===== src/rtl/spi_reg_controller.sv =====
// spi_reg_controller
// Sits behind an SPI slave byte engine and turns its byte stream into accesses
// on a simple synchronous register bus. A frame's first byte is the command:
// bit7=1 means read, 0 means write, and the low ADDR_W bits hold the start
// address. In a write frame every later byte is written to the bus and the
// address then advances. In a read frame every byte boundary prefetches the
// next register into data_to_send.
//
// Strobe semantics (no ready/back-pressure anywhere):
// - byte_received is a one-cycle strobe. received_data is sampled one cycle
//   later, through byte_stb.
// - reg_we / reg_re are one-cycle strobes. They are never high together.
// - reg_rdata is captured on the clock edge that ends the reg_re cycle.
//   reg_addr still holds the read address during that cycle.
module spi_reg_controller #(
  parameter int unsigned ADDR_W    = 7,
  parameter logic [7:0]  IDLE_BYTE = 8'h00
) (
  input  logic              clk,
  input  logic              rst,
  input  logic              ssel,
  input  logic              byte_received,
  input  logic [7:0]        received_data,
  output logic [7:0]        data_to_send,
  output logic [ADDR_W-1:0] reg_addr,
  output logic [7:0]        reg_wdata,
  output logic              reg_we,
  output logic              reg_re,
  input  logic [7:0]        reg_rdata,
  output logic              busy,
  output logic [2:0]        dbg_state
);

  typedef enum logic [2:0] {
    ST_IDLE       = 3'd0,
    ST_CMD        = 3'd1,
    ST_WRITE      = 3'd2,
    ST_RD_ISSUE   = 3'd3,
    ST_RD_CAPTURE = 3'd4,
    ST_READ       = 3'd5
  } state_e;

  state_e            state_q, state_d;
  logic              byte_stb_q, byte_stb_d;
  logic [7:0]        data_to_send_q, data_to_send_d;
  logic [ADDR_W-1:0] reg_addr_q, reg_addr_d;
  logic [7:0]        reg_wdata_q, reg_wdata_d;
  logic              reg_we_q, reg_we_d;
  logic              reg_re_q, reg_re_d;

  // Next-state and next-output logic for the frame sequencer.
  always_comb begin
    state_d        = state_q;
    byte_stb_d     = byte_received;
    data_to_send_d = data_to_send_q;
    reg_addr_d     = reg_addr_q;
    reg_wdata_d    = reg_wdata_q;
    reg_we_d       = 1'b0;
    reg_re_d       = 1'b0;

    if (ssel) begin
      // Frame end. Strobes that are not yet issued are dropped, and the
      // address is kept for visibility.
      state_d        = ST_IDLE;
      data_to_send_d = IDLE_BYTE;
    end else begin
      unique case (state_q)
        ST_IDLE: begin
          state_d        = ST_CMD;
          data_to_send_d = IDLE_BYTE;
        end
        ST_CMD: begin
          if (byte_stb_q) begin
            reg_addr_d = received_data[ADDR_W-1:0];
            state_d    = received_data[7] ? ST_RD_ISSUE : ST_WRITE;
          end
        end
        ST_WRITE: begin
          // Advance the address in the cycle the write strobe is on the bus.
          if (reg_we_q) begin
            reg_addr_d = reg_addr_q + 1'b1;
          end
          if (byte_stb_q) begin
            reg_wdata_d = received_data;
            reg_we_d    = 1'b1;
          end
        end
        ST_RD_ISSUE: begin
          reg_re_d = 1'b1;
          state_d  = ST_RD_CAPTURE;
        end
        ST_RD_CAPTURE: begin
          data_to_send_d = reg_rdata;
          reg_addr_d     = reg_addr_q + 1'b1;
          state_d        = ST_READ;
        end
        ST_READ: begin
          // The dummy byte's content is irrelevant. Its arrival triggers the
          // prefetch of the next register.
          if (byte_stb_q) begin
            state_d = ST_RD_ISSUE;
          end
        end
        default: begin
          state_d = ST_IDLE;
        end
      endcase
    end
  end

  // State and registered outputs, cleared immediately by the asynchronous reset.
  always_ff @(posedge clk or posedge rst) begin
    if (rst) begin
      state_q        <= ST_IDLE;
      byte_stb_q     <= 1'b0;
      data_to_send_q <= IDLE_BYTE;
      reg_addr_q     <= '0;
      reg_wdata_q    <= 8'h00;
      reg_we_q       <= 1'b0;
      reg_re_q       <= 1'b0;
    end else begin
      state_q        <= state_d;
      byte_stb_q     <= byte_stb_d;
      data_to_send_q <= data_to_send_d;
      reg_addr_q     <= reg_addr_d;
      reg_wdata_q    <= reg_wdata_d;
      reg_we_q       <= reg_we_d;
      reg_re_q       <= reg_re_d;
    end
  end

  assign data_to_send = data_to_send_q;
  assign reg_addr     = reg_addr_q;
  assign reg_wdata    = reg_wdata_q;
  assign reg_we       = reg_we_q;
  assign reg_re       = reg_re_q;
  assign busy         = (state_q != ST_IDLE);
  assign dbg_state    = state_q;

endmodule


===== config.mk =====
export PLATFORM = sky130hd
export DESIGN_NAME = spi_reg_controller
export DESIGN_NICKNAME = d
export VERILOG_FILES = /design/src/rtl/spi_reg_controller.sv
export SDC_FILE = /design/constraint.sdc
export NUM_CORES = 1
export LEC_CHECK = 0
export ABC_AREA = 1
export CAP_MARGIN = 20
export CORE_MARGIN = 2
export CORE_UTILIZATION = 45
export DETAILED_ROUTE_END_ITERATION = 7
export GPL_ROUTABILITY_DRIVEN = 1
export PLACE_DENSITY_LB_ADDON = 0.08
export SYNTH_ARGS = -nofsm -noshare
export SYNTH_HDL_FRONTEND = slang
export SYNTH_SLANG_ARGS = --single-unit
export TNS_END_PERCENT = 1

===== constraint.sdc =====
create_clock -name clk -period 1.77 [get_ports clk]
set_input_delay 0.354 -clock clk [delete_from_list [all_inputs] [get_ports clk]]
set_output_delay 0.354 -clock clk [all_outputs]
set_load 0.02 [all_outputs]

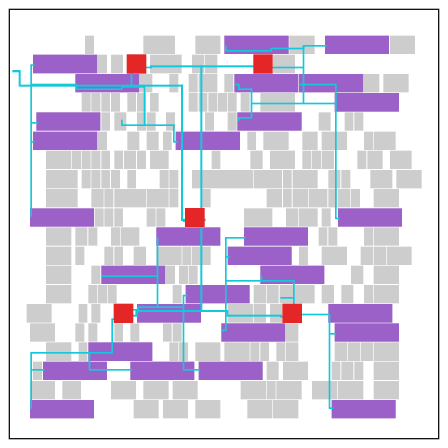
Run 1: routed clock nets over the placement
Key: flip-flops = purple [count 29]; clock wires = cyan [length 390 um]; cells driving clock nets = red [count 5]
There are 6 routed clock nets. Position of the flops: all over the die.
clock network power: 463 uW
Fin Clk Skew: 0.00751 ns
Clock power frac: 16.4%
Latency at later pin: 0.33 ns

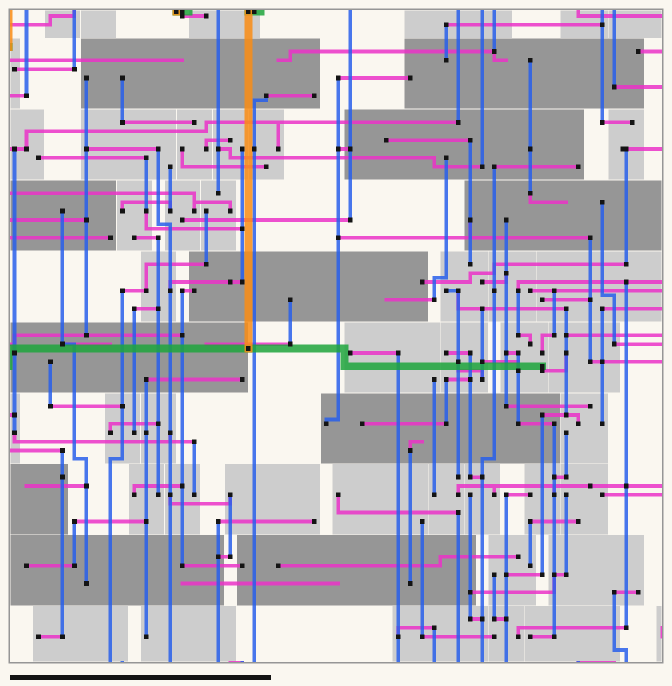
Run 1: a small window of the routed layout
The bar under the picture is 10 um long. Region (18, 6) to (43, 31) um. Cells in gray, sequential cells in the stronger gray; small squares are vias.
Key: met4 = orange; met3 = green; met2 = blue; met1 = magenta
Sequential cells in the window: 9. Most frequent: nand2_1 (15), dfrtp_1 (9), clkdlybuf4s50_1 (9). 44 logic cells have their middle in the window. Netlist names of flops here include data_to_send (4), reg_wdata (3).

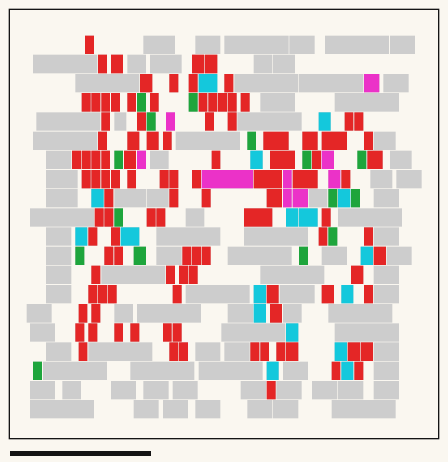
Run 1: selected gate families
The bar under the picture is 20 um long.
Key: inverting AOI/OAI gates = cyan [cells 17, most used o21ai_0]; inverters = green [cells 15, most used inv_1]; NAND gates = red [cells 107, most used nand2_1]; NOR gates = magenta [cells 9, most used nor2_1]
Final Instance Count excl. Fillers: 282
most numerous logic cell after layout: nand2_1
logic share of the area: 31.5%

==> GITHUB_STEP_SUMMARY <==
### Metrics collected by this job

| Metric | Value |
|---|---|
| CTS tree | `built` |
| CP Capture Type | `primary output` |
| Int Power | `1.64 mW` |
| Row cnt | `20` |
| Final core utilization | `67.3%` |
| I/O Pins | `49` |
| Full die area | `3680 um^2` |
| Ant diodes | `0` |
| Gpl congestion | `0.924` |
| CTS buffer count | `5` |
| Register area | `726 um^2` |
| GRT Total Usage | `22.5%` |
| Vias in the first global route | `1397` |
| Top-area cell type share of the netlist area | `50.2%` |
| Buf/Inv on CP | `1` |
| DRT antenna net count | `0` |
| Vias per cell | `4.89` |
| Reg2reg start | `dbg_state[1]` |
| Die extent in y | `60.7 um` |
| Worst setup margin | `0.0540 ns` |
| Crit start category | `flip-flop` |
| Comb gate area | `647 um^2` |
| Switch Pwr | `1.19 mW` |
| Fin. Hold Viols | `0` |
| CTS Buffer Depth | `2` |
| # setup viols final | `0` |
| DR pass1 iterations | `4` |
| Worst Path Required | `1.42 ns` |
| Yosys stat chip area | `1450 um^2` |
| Final instance area | `2060 um^2` |
| Top cells by area | `dfrtp_1 50%, nand2_1 22%, nand3_1 5.2%` |
| Fin nets | `258` |
| VDD IR max | `0.715 mV` |
| Status | `complete, no violations` |
| Setup CP Type | `flip-flop to primary output` |
| Post-synth seq share | `50.2%` |
| Registers, synthesis | `29` |
| Clk slew on worst S/H paths | `0.10 ns` |
| Combinational Power Share | `47.5%` |
| Pwr/cell area | `1380 nW/um^2` |
| Yosys warning count | `0` |
| Die X-Extent | `60.7 um` |
| CP delay by family, top | `buffers and inverters` |
| DRT iter0 DRCs | `122` |
| RSZ-0062 raised after global routing | `false` |
| Setup TNS | `0 ns` |
| Synthesized area per cell | `7.95 um^2` |
| Mapped cell area | `1450 um^2` |
| Syn Inst Count | `182` |
| Count of cell types in the netlist | `23` |
| # Cells Yosys | `182` |
| Share of cells above drive strength 1 | `10.9%` |
| Grt total ovfl | `0` |
| Depth of the most critical reg-to-reg path | `8` |
| Largest net degree at the start of global routing | `30` |
| Core area | `3050 um^2` |
| Area Overhead vs Synth | `42.1%` |
| Leak pwr | `1.07 nW` |
| Area leader, netlist | `dfrtp_1` |
| Via count | `1380` |
| Sequential share of power | `36.2%` |
| FF-to-FF End | `reg_addr[5]` |
| Max-slew headroom | `74.6%` |
| Placed cell areas | `1980 um^2` |
| R2R Setup Slk | `0.30 ns` |
| # H-tree levels | `2` |
| HP Class | `input pin to asynchronous set/reset pin` |
| Clk sinks | `29` |
| Filler cells | `299` |
| CP Data Arrival Time | `1.36 ns` |
| CTS root buf | `clkbuf_4` |
| Critical Path Sink | `dbg_state[2]` |
| Routed wire length | `3.53 mm` |
| Worst path depth | `1` |
| Sw Ratio | `42.0%` |
| Buffers added on ports | `48` |
| Slowest-stage cell, CP | `clkdlybuf4s50_1` |
| DP HPWL | `2.65 mm` |
| Worst setup path start | `dbg_state[2]` |
| Worst slew pin tran | `0.379 ns` |
| Antenna violations before repair | `0` |
| CTS Hold Bufs | `0` |
| Max-cap violations | `0` |
| Wire length per cell | `12.5 um` |
| Tmin final | `1.72 ns` |
| DRC | `0` |
| Worst path max stage delay | `0.62 ns` |
| Post-place setup slack | `0.142 ns` |
| Cells after DPL | `274` |
| Final Slew Violations | `0` |
| Max Fclk | `583 MHz` |
| Fp_density | `47.4%` |
| Total Power | `2.83 mW` |
| CP Max Fanout | `4` |
| Log Warnings | `26` |
| Crit share post-route | `96.9%` |
| Final hold slack | `0.392 ns` |
| Syn Nets | `203` |
| Worst-path cell chain | `clkdlybuf4s50_1` |
| Global-route wire length before repair | `6.01 mm` |
-- run 1: how the worst min path moves through the flow --
stage | to | slack (ns) | depth (start not counted)
CTS | reg_wdata[2] | 0.40 | 3
global placement | reg_wdata[3] | 0.48 | 2
detailed placement | reg_wdata[4] | 0.47 | 2
global route | reg_wdata[2] | 0.43 | 3
finish | reg_wdata[2] | 0.39 | 3
floorplan | byte_stb_q | 0.39 | 0
-- run 1: what timing repair did --
action                                 in CTS  in global routing
buffers inserted                            0                  0
endpoints found under the hold margin       0                  0
gates resized                               4                  4
setup endpoints to repair                   4                  4
-- run 1: logic make-up (layout without fill, tap and decap cells) --
| family | Yosys count | after routing | share of synthesized area (%) |
|---|---|---|---|
| flip-flops | 29 | 29 | 50.2 |
| adder cells (fa/ha/maj) | 1 | 1 | 0.865 |
| buffers and inverters | 17 | 73 | 5.10 |
| XOR/XNOR | 1 | 1 | 0.606 |
| AND-OR/OR-AND | 18 | 18 | 6.92 |
| AND/OR/NAND/NOR | 116 | 116 | 36.3 |
-- run 1: state kept, by name (all words and copies together), names as in the netlist --
name / cells
byte_stb_q: 1
data_to_send: 8
dbg_state: 3
reg_addr: 7
reg_re: 1
reg_wdata: 8
reg_we: 1
-- run 1: cells in the final DEF (no fill, tap or decap), drive strengths merged --
cell / instances
nand2: 87
clkdlybuf4s50: 40
dfrtp: 29
nand3: 19
o21ai: 14
inv: 14
clkbuf: 7
nor2: 7
dlygate4sd2: 4
dlymetal6s2s: 4
clkinv: 2
o21bai: 2
nor3: 2
buf: 2
nand4: 1
o21a: 1
xor2: 1
o211ai: 1
ha: 1
-- run 1: routing by layer --
| layer | track usage (%) | share of wire, % | vias up |
|---|---|---|---|
| li1 | - | - | 688 |
| met5 | 0 | 0 | - |
| met3 | 6.18 | 4.7 | 9 |
| met4 | 9.94 | 2.6 | 0 |
| met1 | 26.3 | 42 | 643 |
| met2 | 38.4 | 51 | 40 |
-- run 1: power by group through the flow --
stage          logic, mW  registers (mW)  clock network (mW)
2_1_floorplan      0.573            1.24                   0
3_3_place_gp        1.35            1.03                   0
3_5_place_dp        1.37            1.04                   0
4_1_cts             1.36            1.02               0.476
5_1_grt             1.49            1.05               0.492
6_report            1.34            1.02               0.463
-- run 1: synthesized netlist by cell type --
cell type,instances
buf_2,1
buf_6,1
clkinv_2,1
dfrtp_1,29
ha_1,1
inv_1,10
inv_2,4
nand2_1,83
nand2_2,2
nand2_4,2
nand3_1,15
nand3_2,4
nand4_1,1
nor2_1,4
nor2_2,2
nor2_8,1
nor3_1,2
o211ai_1,1
o21a_1,1
o21ai_0,12
o21ai_1,2
o21bai_1,2
xor2_1,1
-- run 1: layout make-up --
type                            count  area share (%)
Multi-Input combinational cell    136            31.5
Inverter                           15            2.80
Clock inverter                      1           0.243
Tap cell                           44            2.68
Sequential cell                    29            35.3
Clock buffer                        7            3.16
Timing Repair Buffer               50            24.3
Power is estimated from default activity; no workload was simulated.
